### Wiring heat map

Scale bar: 50 um. The die is cut into 27 by 16 equal tiles; black is low, pale yellow is high, scaled to the fullest tile. Values are wire area over tile area, all layers added.
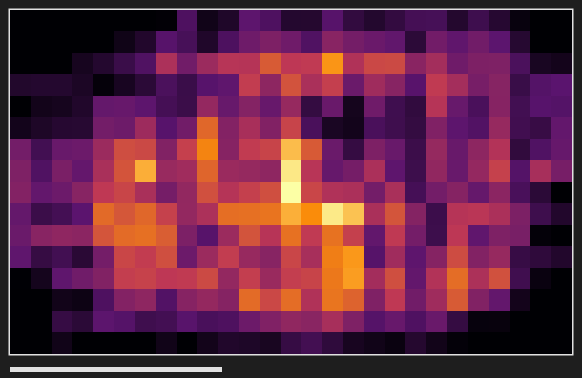
### Track usage over the die

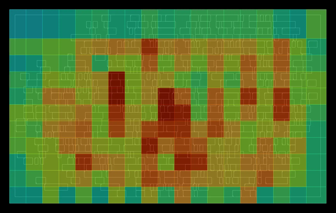
### Metal 1

Scale bar: 50 um.
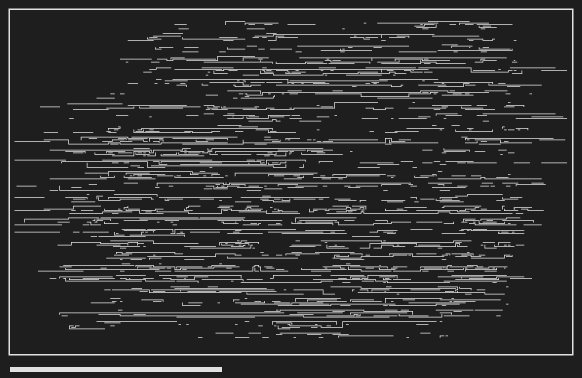
### Met2 routing

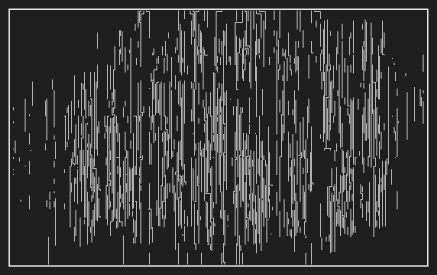
## src/rtl/mem_copy_master.sv

```systemverilog
`default_nettype none
//------------------------------------------------------------------------------
// Module      : mem_copy_master
// Description : Bus master that copies a block of words from one memory
//               address range to another. Each word takes three cycles:
//               RD (issue read), RDW (capture read data), WR (write it out).
//               Outputs are decoded purely from registered state, so no
//               input reaches an output combinationally.
// Revision    : 1.0 - initial release
//------------------------------------------------------------------------------
// Ports
//   clk        in   1       rising-edge clock
//   reset      in   1       asynchronous active-high reset
//   start      in   1       begin a copy (sampled in IDLE only)
//   abort      in   1       cancel an active copy (RD/RDW/WR)
//   src_addr   in   ADDR_W  first source word address
//   dst_addr   in   ADDR_W  first destination word address
//   count      in   ADDR_W  number of words to copy
//   read_data  in   DATA_W  bus read data (valid while mem_cmd = MREAD)
//   mem_cmd    out  2       00 = NONE, 01 = READ, 10 = WRITE
//   mem_addr   out  ADDR_W  bus address
//   write_data out  DATA_W  bus write data
//   busy       out  1       high whenever not IDLE
//   done       out  1       single-cycle completion pulse
//------------------------------------------------------------------------------
module mem_copy_master #(
   parameter int DATA_W = 16,
   parameter int ADDR_W = 9
) (
   input  logic              clk,
   input  logic              reset,
   input  logic              start,
   input  logic              abort,
   input  logic [ADDR_W-1:0] src_addr,
   input  logic [ADDR_W-1:0] dst_addr,
   input  logic [ADDR_W-1:0] count,
   input  logic [DATA_W-1:0] read_data,
   output logic [1:0]        mem_cmd,
   output logic [ADDR_W-1:0] mem_addr,
   output logic [DATA_W-1:0] write_data,
   output logic              busy,
   output logic              done
);

   localparam logic [1:0] C_MNONE  = 2'b00;
   localparam logic [1:0] C_MREAD  = 2'b01;
   localparam logic [1:0] C_MWRITE = 2'b10;

   typedef enum logic [2:0] {
      S_IDLE = 3'd0,
      S_RD   = 3'd1,
      S_RDW  = 3'd2,
      S_WR   = 3'd3,
      S_DONE = 3'd4
   } state_t;

   state_t            r_state;
   state_t            w_next;
   logic [ADDR_W-1:0] r_src;
   logic [ADDR_W-1:0] r_dst;
   logic [ADDR_W-1:0] r_rem;
   logic [DATA_W-1:0] r_data;
   logic [ADDR_W-1:0] w_rem_dec;

   // Remaining count after the word currently being written.
   assign w_rem_dec = r_rem - ADDR_W'(1);

   // State register
   always_ff @(posedge clk or posedge reset) begin
      if (reset) begin
         r_state <= S_IDLE;
      end else begin
         r_state <= w_next;
      end
   end

   // Datapath registers: latched parameters, running pointers, data word.
   // Address arithmetic wraps naturally at ADDR_W bits.
   always_ff @(posedge clk or posedge reset) begin
      if (reset) begin
         r_src  <= '0;
         r_dst  <= '0;
         r_rem  <= '0;
         r_data <= '0;
      end else begin
         case (r_state)
            S_IDLE: begin
               if (start) begin
                  r_src <= src_addr;
                  r_dst <= dst_addr;
                  r_rem <= count;
               end
            end
            S_RDW: begin
               r_data <= read_data;
            end
            S_WR: begin
               r_src <= r_src + ADDR_W'(1);
               r_dst <= r_dst + ADDR_W'(1);
               r_rem <= w_rem_dec;
            end
            default: begin
            end
         endcase
      end
   end

   // Next-state and Moore output decode. Outputs depend only on r_state
   // and datapath registers; inputs only steer w_next.
   always_comb begin
      w_next     = r_state;
      mem_cmd    = C_MNONE;
      mem_addr   = '0;
      write_data = '0;
      busy       = 1'b1;
      done       = 1'b0;
      case (r_state)
         S_IDLE: begin
            busy = 1'b0;
            // abort is meaningless here; start wins when both are high
            if (start) begin
               w_next = (count != '0) ? S_RD : S_DONE;
            end
         end
         S_RD: begin
            mem_cmd  = C_MREAD;
            mem_addr = r_src;
            w_next   = abort ? S_IDLE : S_RDW;
         end
         S_RDW: begin
            mem_cmd  = C_MREAD;
            mem_addr = r_src;
            w_next   = abort ? S_IDLE : S_WR;
         end
         S_WR: begin
            // The write presented this cycle completes even when aborting.
            mem_cmd    = C_MWRITE;
            mem_addr   = r_dst;
            write_data = r_data;
            if (abort) begin
               w_next = S_IDLE;
            end else begin
               w_next = (w_rem_dec != '0) ? S_RD : S_DONE;
            end
         end
         S_DONE: begin
            done   = 1'b1;
            w_next = S_IDLE;
         end
         default: begin
            busy   = 1'b0;
            w_next = S_IDLE;
         end
      endcase
   end

endmodule
`default_nettype wire

```

## config.mk

```make
export PLATFORM = sky130hd
export DESIGN_NAME = mem_copy_master
export DESIGN_NICKNAME = d
export VERILOG_FILES = /design/src/rtl/mem_copy_master.sv
export SDC_FILE = /design/constraint.sdc
export NUM_CORES = 1
export LEC_CHECK = 0
export ABC_AREA = 1
export CELL_PAD_IN_SITES_DETAIL_PLACEMENT = 1
export CELL_PAD_IN_SITES_GLOBAL_PLACEMENT = 2
export CORE_ASPECT_RATIO = 0.6
export CORE_MARGIN = 2
export CORE_UTILIZATION = 27
export DETAILED_ROUTE_END_ITERATION = 12
export GPL_TIMING_DRIVEN = 0
export PLACE_DENSITY = 0.91
export SETUP_SLACK_MARGIN = 0.3
export SYNTH_ARGS = -nofsm -noshare
export SYNTH_HDL_FRONTEND = slang
export SYNTH_SLANG_ARGS = --single-unit
```

## constraint.sdc

```tcl
create_clock -name clk -period 1.6 [get_ports clk]
set_input_delay 0.16 -clock clk [delete_from_list [all_inputs] [get_ports clk]]
set_output_delay 0.16 -clock clk [all_outputs]
set_load 0.01 [all_outputs]
```

==> results.txt <==
Implementation run completed; key figures follow.

CTS:
- The run puts the source-to-sink clock delay at the later pin of the worst-skew pair at ~290 ps.
- The run gives the number of buffers inserted for hold repair after clock tree synthesis as 0.
- The run gives the clock slew seen by the registers of the worst setup and hold paths as around 60 ps.

Layout:
- The area growth from synthesis to layout is 90.8%.
- The run gives the number of logic gates as between 200 and 250.
- The run gives the number of flip-flops under the largest register name as 16.
- The final report gives the core utilization as a little over half.
- For this run, the script counts the antenna cells in the layout as 0.

Global route:
- The initial antenna violation count is 0.
- The run puts the via count of the first global-routing pass at between 3000 and 4000.

Worst setup path:
- The run puts the biggest fanout along the worst timing path at 6.
- Looking at the reg2reg group, the worst path starts from r_state[0].
- The run gives the kind of start point of the critical path as a register.
- The run gives the category of the worst setup path capture point as an output port.
- The run puts the largest stage delay on the critical path at between 400 and 500 ps.

Flow run:
- The run puts the number of max-cap violations at 0.
- The run puts the tally of OpenROAD warnings at 30.

Synthesis:
- Multiplexer cells account for 0% of the synthesized area.
- In the Yosys report the total cell count is between 300 and 400.
- After technology mapping, the gate count stands at about 340.
- The run gives the area reported by Yosys stat as 2680 um2.

Die:
- The run gives the total die area as approximately 11000 um2.
- For this configuration, the core starts out at a cell density of between 20% and 30%.
- Per the OpenROAD floorplan log, the height of the die is slightly above 80 um.

Drt:
- The run gives the number of iterations in the first detailed-routing pass as 4.
- The run gives the number of remaining DRC errors as 0.
- The run gives the wire length on met2 as 5730 um.

Placed design:
- The run puts the number of cells after detailed placement at ~550.
- Summed over all nets, the half-perimeter wirelength after detailed placement is 6830 um.
- Buffers placed on the I/O ports in this run total between 70 and 80.

Final timing:
- The run gives the final worst-path setup slack as -129 ps.
- The run puts the upper clock frequency limit at roughly 0.58 GHz.
- The final timing report counts setup violations totalling 30.
- Per the slew report, the remaining headroom to the max-slew limit stands at between 60% and 70%.

Outcome:
- The checks that failed: negative setup slack.
- The run finished, with violations left.
## Picture notes: 'Wiring heat map'
11% of the tiles are nearly empty. The fullest tile reaches 0.58. 19% of the tiles are over half the peak. The mean over all tiles is 0.18.

## Picture notes: 'Track usage over the die'
global routing usage on met2: 31.6%
layer with the highest usage after global routing: met2
detail-routed net length per standard cell: 19.8 um
global routing met1 resource utilization: 27.8%
met3 global-route usage: 4.87%

## Picture notes: 'Metal 1'
The layer carries 5590 um of wire. The longest straight run is 52.9 um. 463 nets have wire on it. The layer holds 46% of the routed length.

## Picture notes: 'Met2 routing'
The layer holds 47% of the routed length. The longest straight run is 45.9 um.

[path summary, 6_finish.rpt]
path	endpoint	slack, ps	cells past startpoint
max	write_data[7]	-130	6
min	r_data[13]	200	2
max reg2reg	r_dst[8]	-30	9
min reg2reg	r_src[8]	530	2
max in group asynchronous	r_src[1]	870	3
min in group clk	r_data[10]	410	3
[power by group through the flow]
| stage | Combinational [mW] | Sequential [mW] | Clock (mW) |
|---|---|---|---|
| 2_1_floorplan | 2.22 | 2.07 | 0 |
| 3_3_place_gp | 3.36 | 2.16 | 0 |
| 3_5_place_dp | 3.47 | 2.19 | 0 |
| 4_1_cts | 4.45 | 2.19 | 1.09 |
| 5_1_grt | 6.89 | 2.38 | 1.14 |
| 6_report | 6.43 | 2.31 | 1.09 |
